**src/rtl/ibpl_in_pkg.sv**
```systemverilog
// rtl/ibpl_in_pkg.sv - shared constants, types and helpers for the interbackplane input cardlet
//
// Purpose: channel count, pad-bus width, channel vector type and the counter
//          width helper used by the debounce and LED-stretch counters.
// Ports:   none (package).
package ibpl_in_pkg;

  localparam int NCH   = 6;
  localparam int PAD_W = 8;

  typedef logic [NCH-1:0] ch_vec_t;

  // Pad-bus bits that map onto physical DIOB channels.
  localparam logic [PAD_W-1:0] CH_MASK = {{(PAD_W-NCH){1'b0}}, {NCH{1'b1}}};

  // Width of a counter that must hold 0..n; never less than one bit so that
  // a bypassed debouncer still elaborates cleanly.
  function automatic int cnt_width(input int n);
    return (n < 1) ? 1 : $clog2(n + 1);
  endfunction

endpackage

```
**src/rtl/ibpl_in_debounce_ch.sv**
```systemverilog
// rtl/ibpl_in_debounce_ch.sv - one input channel: synchroniser, debouncer, edge detect
//
// Purpose: brings one asynchronous pin into the clk domain through two flops,
//          accepts a new level only after it has differed from the accepted
//          level for DEBOUNCE_CYCLES consecutive cycles, and flags each change
//          of the accepted level with a one-cycle pulse.
// Ports:   clk     in  system clock
//          nReset  in  asynchronous active-low reset
//          pin     in  raw pin level, asynchronous to clk
//          stable  out accepted (debounced) level
//          edge_p  out one-cycle pulse on any change of stable
module ibpl_in_debounce_ch
  import ibpl_in_pkg::*;
#(
  parameter int DEBOUNCE_CYCLES = 16
) (
  input  logic clk,
  input  logic nReset,
  input  logic pin,
  output logic stable,
  output logic edge_p
);

  logic [1:0] sync_q;
  logic       sync;
  logic       stable_d;

  always_ff @(posedge clk or negedge nReset) begin
    if (!nReset) sync_q <= 2'b00;
    else         sync_q <= {sync_q[0], pin};
  end

  assign sync = sync_q[1];

  generate
    if (DEBOUNCE_CYCLES == 0) begin : g_bypass
      always_ff @(posedge clk or negedge nReset) begin
        if (!nReset) stable <= 1'b0;
        else         stable <= sync;
      end
    end else begin : g_debounce
      localparam int            CW       = cnt_width(DEBOUNCE_CYCLES);
      localparam logic [CW-1:0] CNT_LAST = CW'(DEBOUNCE_CYCLES - 1);

      logic [CW-1:0] cnt;

      // Counter only runs while sync disagrees with the accepted level, so any
      // bounce back to the accepted level restarts the qualification window.
      always_ff @(posedge clk or negedge nReset) begin
        if (!nReset) begin
          stable <= 1'b0;
          cnt    <= '0;
        end else if (sync == stable) begin
          cnt    <= '0;
        end else if (cnt == CNT_LAST) begin
          stable <= sync;
          cnt    <= '0;
        end else begin
          cnt    <= cnt + 1'b1;
        end
      end
    end
  endgenerate

  always_ff @(posedge clk or negedge nReset) begin
    if (!nReset) stable_d <= 1'b0;
    else         stable_d <= stable;
  end

  assign edge_p = stable ^ stable_d;

endmodule

```
**src/rtl/ibpl_in_debounce_cardlet.sv**
```systemverilog
// rtl/ibpl_in_debounce_cardlet.sv - 6-channel debounced DIOB input cardlet
//
// Purpose: drives all DIOB pins as inputs, debounces each channel, presents
//          the enabled debounced levels to the core, stretches per-channel
//          activity pulses onto LED1, mirrors input_enable on LED2 and flags
//          channels configured as outputs without being inputs.
//          Optional sticky edge flags are built when IBPL_IN_EDGE_LATCH_EN is
//          defined; the default build has neither the ports nor the flops.
// Ports:   clk, nReset            clock, asynchronous active-low reset
//          diob_in[6]             raw pin levels
//          diob_dir[6], diob_out[6] pin direction/drive, always 0 (input)
//          internal_out[8]        core output bus, not used here
//          internal_in[8]         debounced, enable-masked levels to core
//          input_enable[8]        per-channel input enable
//          output_enable[8]       per-channel output enable
//          output_act[8]          core activity flags, not used here
//          diob_led1[8]           stretched activity LEDs
//          diob_led2[8]           input-enable LEDs
//          edge_clr[6], edge_flag[6] sticky edge flags (IBPL_IN_EDGE_LATCH_EN)
//          plugin_error           output enabled on a non-input channel
module ibpl_in_debounce_cardlet
  import ibpl_in_pkg::*;
#(
  parameter int DEBOUNCE_CYCLES = 16,
  parameter int LED_HOLD_CYCLES = 1 << 20
) (
  input  logic             clk,
  input  logic             nReset,
  input  ch_vec_t          diob_in,
  output ch_vec_t          diob_dir,
  output ch_vec_t          diob_out,
  input  logic [PAD_W-1:0] internal_out,
  output logic [PAD_W-1:0] internal_in,
  input  logic [PAD_W-1:0] input_enable,
  input  logic [PAD_W-1:0] output_enable,
  input  logic [PAD_W-1:0] output_act,
  output logic [PAD_W-1:0] diob_led1,
  output logic [PAD_W-1:0] diob_led2,
`ifdef IBPL_IN_EDGE_LATCH_EN
  input  ch_vec_t          edge_clr,
  output ch_vec_t          edge_flag,
`endif
  output logic             plugin_error
);

  localparam int            LW       = cnt_width(LED_HOLD_CYCLES);
  localparam logic [LW-1:0] LED_LOAD = LW'(LED_HOLD_CYCLES);

  ch_vec_t stable;
  ch_vec_t edge_vec;
  ch_vec_t led_on;

  logic unused_inputs;
  assign unused_inputs = ^{internal_out, output_act};

  assign diob_dir  = '0;
  assign diob_out  = '0;
  assign diob_led2 = input_enable & CH_MASK;

  generate
    for (genvar i = 0; i < NCH; i++) begin : g_ch
      logic [LW-1:0] led_cnt;

      ibpl_in_debounce_ch #(
        .DEBOUNCE_CYCLES(DEBOUNCE_CYCLES)
      ) u_ch (
        .clk    (clk),
        .nReset (nReset),
        .pin    (diob_in[i]),
        .stable (stable[i]),
        .edge_p (edge_vec[i])
      );

      // Retrigger reloads the full hold time rather than adding to it.
      always_ff @(posedge clk or negedge nReset) begin
        if (!nReset)              led_cnt <= '0;
        else if (edge_vec[i])     led_cnt <= LED_LOAD;
        else if (led_cnt != '0)   led_cnt <= led_cnt - 1'b1;
      end

      assign led_on[i] = (led_cnt != '0);
    end
  endgenerate

  assign diob_led1 = {{(PAD_W-NCH){1'b0}}, led_on};

  always_ff @(posedge clk or negedge nReset) begin
    if (!nReset) begin
      internal_in  <= '0;
      plugin_error <= 1'b0;
    end else begin
      internal_in  <= {{(PAD_W-NCH){1'b0}}, stable & input_enable[NCH-1:0]};
      plugin_error <= |(output_enable & ~input_enable & CH_MASK);
    end
  end

`ifdef IBPL_IN_EDGE_LATCH_EN
  // Set term is ORed after the clear so a coincident edge keeps the flag.
  always_ff @(posedge clk or negedge nReset) begin
    if (!nReset) edge_flag <= '0;
    else         edge_flag <= (edge_flag & ~edge_clr) | (edge_vec & input_enable[NCH-1:0]);
  end
`endif

endmodule

```
**config.mk**
```make
export PLATFORM = sky130hd
export DESIGN_NAME = ibpl_in_debounce_cardlet
export DESIGN_NICKNAME = d
export VERILOG_FILES = /design/src/rtl/ibpl_in_pkg.sv /design/src/rtl/ibpl_in_debounce_ch.sv /design/src/rtl/ibpl_in_debounce_cardlet.sv
export SDC_FILE = /design/constraint.sdc
export NUM_CORES = 1
export LEC_CHECK = 0
export CAP_MARGIN = 15
export CORE_ASPECT_RATIO = 0.5
export CORE_MARGIN = 2
export CORE_UTILIZATION = 30
export CTS_CLUSTER_DIAMETER = 40
export DETAILED_ROUTE_END_ITERATION = 16
export PLACE_DENSITY = 0.55
export SYNTH_ARGS = -nofsm -noshare
export SYNTH_HDL_FRONTEND = slang
export SYNTH_SLANG_ARGS = --single-unit
```
**constraint.sdc**
```tcl
create_clock -name clk -period 5.07 [get_ports clk]
set_input_delay 0.507 -clock clk [delete_from_list [all_inputs] [get_ports clk]]
set_output_delay 0.507 -clock clk [all_outputs]
set_load 0.02 [all_outputs]
```
### Clock wires, drivers and flops

Scale: 3 px per um.
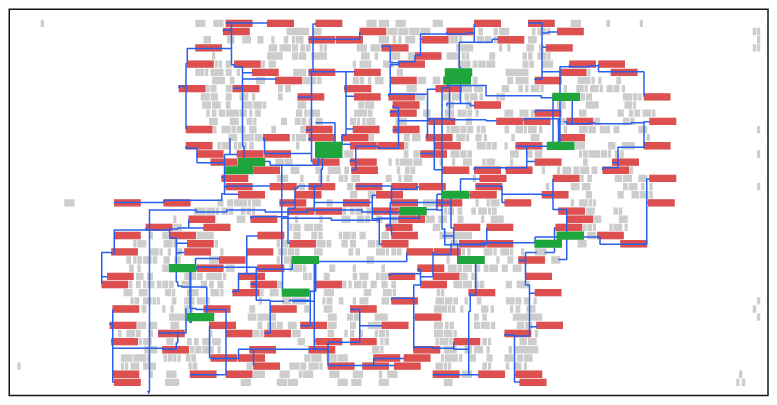
Key: flip-flops = red [count 187]; clock wires = blue [length 2,590 um]; cells driving clock nets = green [count 17]
There are 18 routed clock nets.
clk pwr: 1.32 mW
clock share of power: 25.1%
Final Skew: 0.0101 ns
Skew-Pair Late Insertion Delay: 0.43 ns

### PDN straps and rails

Scale: 2 px per um. Pins as bars on the die edge.
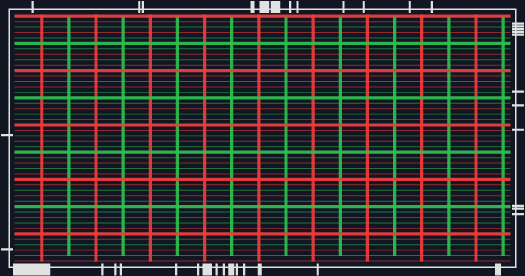
Key: VDD = green; VSS = red
The core has 45 rows. 46 met1 rails follow the rows. 77 signal pins sit on the boundary. 18 straps on met4.
placeable core region: 30,300 um^2
Die Ht: 128 um
IR Drop Worst-Case VDD: 0.000205 V

==> run notes <==
The synthesis and PnR run went through. For this design, the slowest cell found on the critical path is nand4bb_1. The number of gates resized after CTS was 0. Detailed placement finished with a half-perimeter wire length of 11.8 mm. STA puts the critical path data arrival time at 3.18 ns. Final cell count without fillers landed at 1,349. The endpoint identified for the worst register-to-register timing path is g_ch[0].led_cnt[1]. Number of antenna violations at the first check in global routing landed at 0.

Routability-driven placement congestion ratio landed at 0.781. OpenROAD reports that the post-layout worst path occupies 72.7% of the period. Count of input and output buffers landed at 38. The chip area line in the Yosys stat output reads 9260 um^2. For the final routed database, the setup TNS stands at 0 ns. Looking at the reg2reg group, the worst path starts from g_ch[0].led_cnt[11]. In this run, placement finished with an instance count of 1,317. At the floorplan stage, the core utilization is reported as 30.5%.

The area taken by multi-input combinational cells is reported as 4250 um^2. CTS placed an instance of clkbuf_16 at the clock tree root. Number of sinks handled by clock tree synthesis landed at 187. Clock transition time at the flip-flop clock pins of the worst setup and hold paths landed at 0.07 ns. Per the run report, area growth between synthesis and finish was 14.0%. Net switching component of the power landed at 1.92 mW. OpenSTA lists the critical path endpoint as diob_led1[0]. Filler cell count in the final layout landed at 3,016. Total of endpoints with negative setup slack in the final report landed at 0. In the synthesized netlist the async set-or-reset flop fraction comes to 100%. In this run the maximum-capacitance check reported violations numbering 0. Count of H-tree levels built during CTS landed at 4. The run finished with clean final reports. Setup repair after global routing left no endpoint under its margin. On the worst path, the slowest cell contributes a delay of 0.64 ns.

STA puts the critical path data required time at 4.56 ns. Headroom to the max-slew limit landed at 23.9%. In this run the cell area measured after placement is 9970 um^2.

Dividing the synthesized area by the synthesized cell count gives 10.2 um^2. Total count of hold-check failures in the final report landed at 0. Number of warnings in the stage logs landed at 52. Register bit count reported by yosys landed at 187.

The launch point of the critical path was reported as g_ch[0].led_cnt[11]. AND-OR/OR-AND share of the synthesized area landed at 8.22%. Leakage power landed at 4.57 nW.

Residual overflow from global routing landed at 0. The final timing report lists a max-slew violation count of 0. Shortest period the worst path allows landed at 3.69 ns. Registers take 4680 um^2.

Power after layout landed at 5.27 mW. At the pin with the least slew margin, the transition time is 1.13 ns. Share of layout cells above drive strength 1 landed at 8.53%.

The worst setup path is launched from a flop. For this block, the via count after detailed routing is 6,417. In this run, distinct cell masters in the synthesized netlist total 67. Global routing used 11.3% of the available tracks. Power density normalized to cell area landed at 499 nW/um^2.

The share of the Yosys chip area taken by registers is 50.5%. Of the combinational cells, the family taking the most area is simple AND/OR/NAND/NOR gates. In this run, post-CTS hold repair placed 0 buffers. The detail route stage leaves a number of antenna-violating nets equal to 0. Dividing the detail-routed via count by the number of cells gives 4.76. STA classifies the critical path endpoint as an output pin. The type recorded for the worst min-delay path is in2async. For reference, the most critical setup path is categorized as reg2out.

Number of clock buffers inserted by TritonCTS landed at 17. STA reports a reg2reg setup slack of 2.54 ns. The via count of the first global-routing pass was 6,372. Internal power comes to 3.35 mW. Synthesized instance count landed at 906.

Entering global routing, the biggest net connects 98 pins. Average routed wire per standard cell landed at 12.9 um. Once routing completed, OpenROAD measured the worst setup slack at 1.38 ns. According to the floorplan report, the total die area is 32,400 um^2.

According to the report, the first pass of detailed routing completed in 4 iterations. Number of diodes landed at 0. Maximum fanout along the worst path landed at 16.

The report lists the number of standard-cell rows as 45. Once layout is complete, the utilization of the core stands at 34.8%. The synthesis report names the predominant flop master as dfrtp_1. Post-synthesis cell count from yosys landed at 906.

Looking at the clock tree report, the maximum root-to-sink buffer count equals 2. Xor-xnor portion of the synthesized cell area landed at 10.0%. The routed design has 17.4 mm of wire. Summing every instance area after synthesis gives 9260 um^2. Yosys reports the multiplexer fraction of the synthesized area as 1.18%. Prior to clock tree synthesis, the placed netlist has a worst setup slack of 1.82 ns. For this run, design rule violations remaining after detail routing come to 0.

Combinational logic is responsible for 27.4% of the overall power. Maximum frequency from static timing analysis landed at 271 MHz. In this run, the synthesized area fraction spent on and/or/nand/nor cells is recorded as 23.2%. In this run the critical path is formed by or4_1 -> nand4bb_1 -> nor2_2 -> inv_1 -> clkdlybuf4s50_1. Number of flops mapped to enable cells by yosys landed at 0. TritonCTS built the clock tree. Per the synthesis report, the adder-cell share of the synthesized area is 2.43%.

Depth of the worst register-to-register path landed at 5. For this run, the number of Yosys warnings is 0. Count of pins on the block boundary landed at 77.

The layout stage reports a final design area of 10,600 um^2. For this run, the post-layout net count is 995. The violation tally recorded at the end of detailed-routing iteration 0 is 383. Global-route wire length before repair landed at 30.1 mm. Of the total power, the share spent switching nets is 36.5%. In this run the horizontal extent of the chip is 252 um. In this run, flip-flops and latches consume 47.5% of the power.

Worst hold slack landed at 0.155 ns. In this run the post-CTS setup repair buffer count came out at 0.
[worst max-delay path: cells and delay by family (launching register included)]
kind | cells | cell delay [ns]
simple gates | 3 | 1.64
flops | 1 | 0.41
buf+inv | 2 | 0.71
[registers in the layout, summed over array words and instances, names as in the netlist]
name and cells:
g_ch.u_ch.g_debounce.cnt 30, g_ch.u_ch.sync_q 12, g_ch.u_ch.stable_d 6, internal_in 6, g_ch.u_ch.stable 6, g_ch.led_cnt 126, plugin_error 1
[cells in the mapped netlist (6+ instances only)]
cell type | n | share of area [%]
a211oi_1 | 10 | 0.81
and3_1 | 8 | 0.54
mux2_2 | 7 | 0.85
nor2_1 | 147 | 6.0
nor4_1 | 19 | 1.3
buf_4 | 25 | 2.0
or3_1 | 23 | 1.6
or4_1 | 17 | 1.4
nand3_1 | 29 | 1.6
nor3_1 | 27 | 1.5
clkbuf_1 | 20 | 0.81
a21oi_1 | 35 | 1.9
inv_1 | 27 | 1.1
xor2_1 | 68 | 6.4
o21ai_0 | 25 | 1.4
nor2b_1 | 9 | 0.61
xnor2_1 | 38 | 3.6
ha_1 | 18 | 2.4
nand4_1 | 12 | 0.81
o31ai_1 | 8 | 0.65
nand2_1 | 29 | 1.2
and2_1 | 17 | 1.1
a2111oi_0 | 6 | 0.57
dfrtp_1 | 187 | 51
[metal layers]
| metal | vias up | global-route usage, % | part of all wire, % | wire (um) |
|---|---|---|---|---|
| li1 | 3186 | - | - | - |
| met1 | 3153 | 13.8 | 47 | 8230 |
| met2 | 64 | 19.8 | 49 | 8520 |
| met3 | 14 | 2.60 | 2.3 | 409 |
| met4 | 0 | 3.69 | 1.4 | 247 |
| met5 | - | 0 | 0 | 0 |
[cell type report]
class	count	area share (%)
multi-input combinational	658	40.3
sequential	187	44.3
timing repair buffer	46	4.21
inverter	27	0.960
tap	399	4.73
clock inverter	14	1.34
clock buffer	18	4.16
[how the worst min path moves through the flow]
stage | endpoint | slack [ns]
2_1_floorplan | g_ch[0].led_cnt[0] | 0.21
3_3_place_gp | g_ch[2].u_ch.sync_q[1] | 0.34
4_1_cts | g_ch[4].led_cnt[1] | 0.18
6_report | g_ch[4].led_cnt[4] | 0.15
5_1_grt | g_ch[4].led_cnt[20] | 0.20
3_5_place_dp | g_ch[0].u_ch.sync_q[1] | 0.34
[cells by family after synthesis]
logic type / after synthesis
simple gates: 390
fa+ha+maj: 18
buf+inv: 78
mux: 10
xor+xnor: 106
compound gates: 116
flops: 187
other cells: 1
[power groups by stage]
stage                     Clock, mW  Combinational, mW  Sequential, mW
after floorplan                   0               1.22            2.39
after global placement            0               1.41            2.49
after detailed placement          0               1.46            2.52
after CTS                      1.37               1.46            2.50
after global routing           1.43               1.66            2.58
final                          1.32               1.44            2.50
[layout by cell type, fill, tap and decap left out, drive strengths merged, types with 18 or more instances in the layout]
cell type,netlist,final
dfrtp,187,187
nor2,148,148
xor2,68,68
xnor2,38,38
clkdlybuf4s50,0,37
a21oi,35,35
nand2,30,30
inv,27,30
nand3,29,29
nor3,29,29
o21ai,28,28
nor4,27,27
or3,25,25
or4,23,23
clkbuf,20,19
ha,18,18
conb,1,18
Power is estimated from default activity; no workload was simulated.
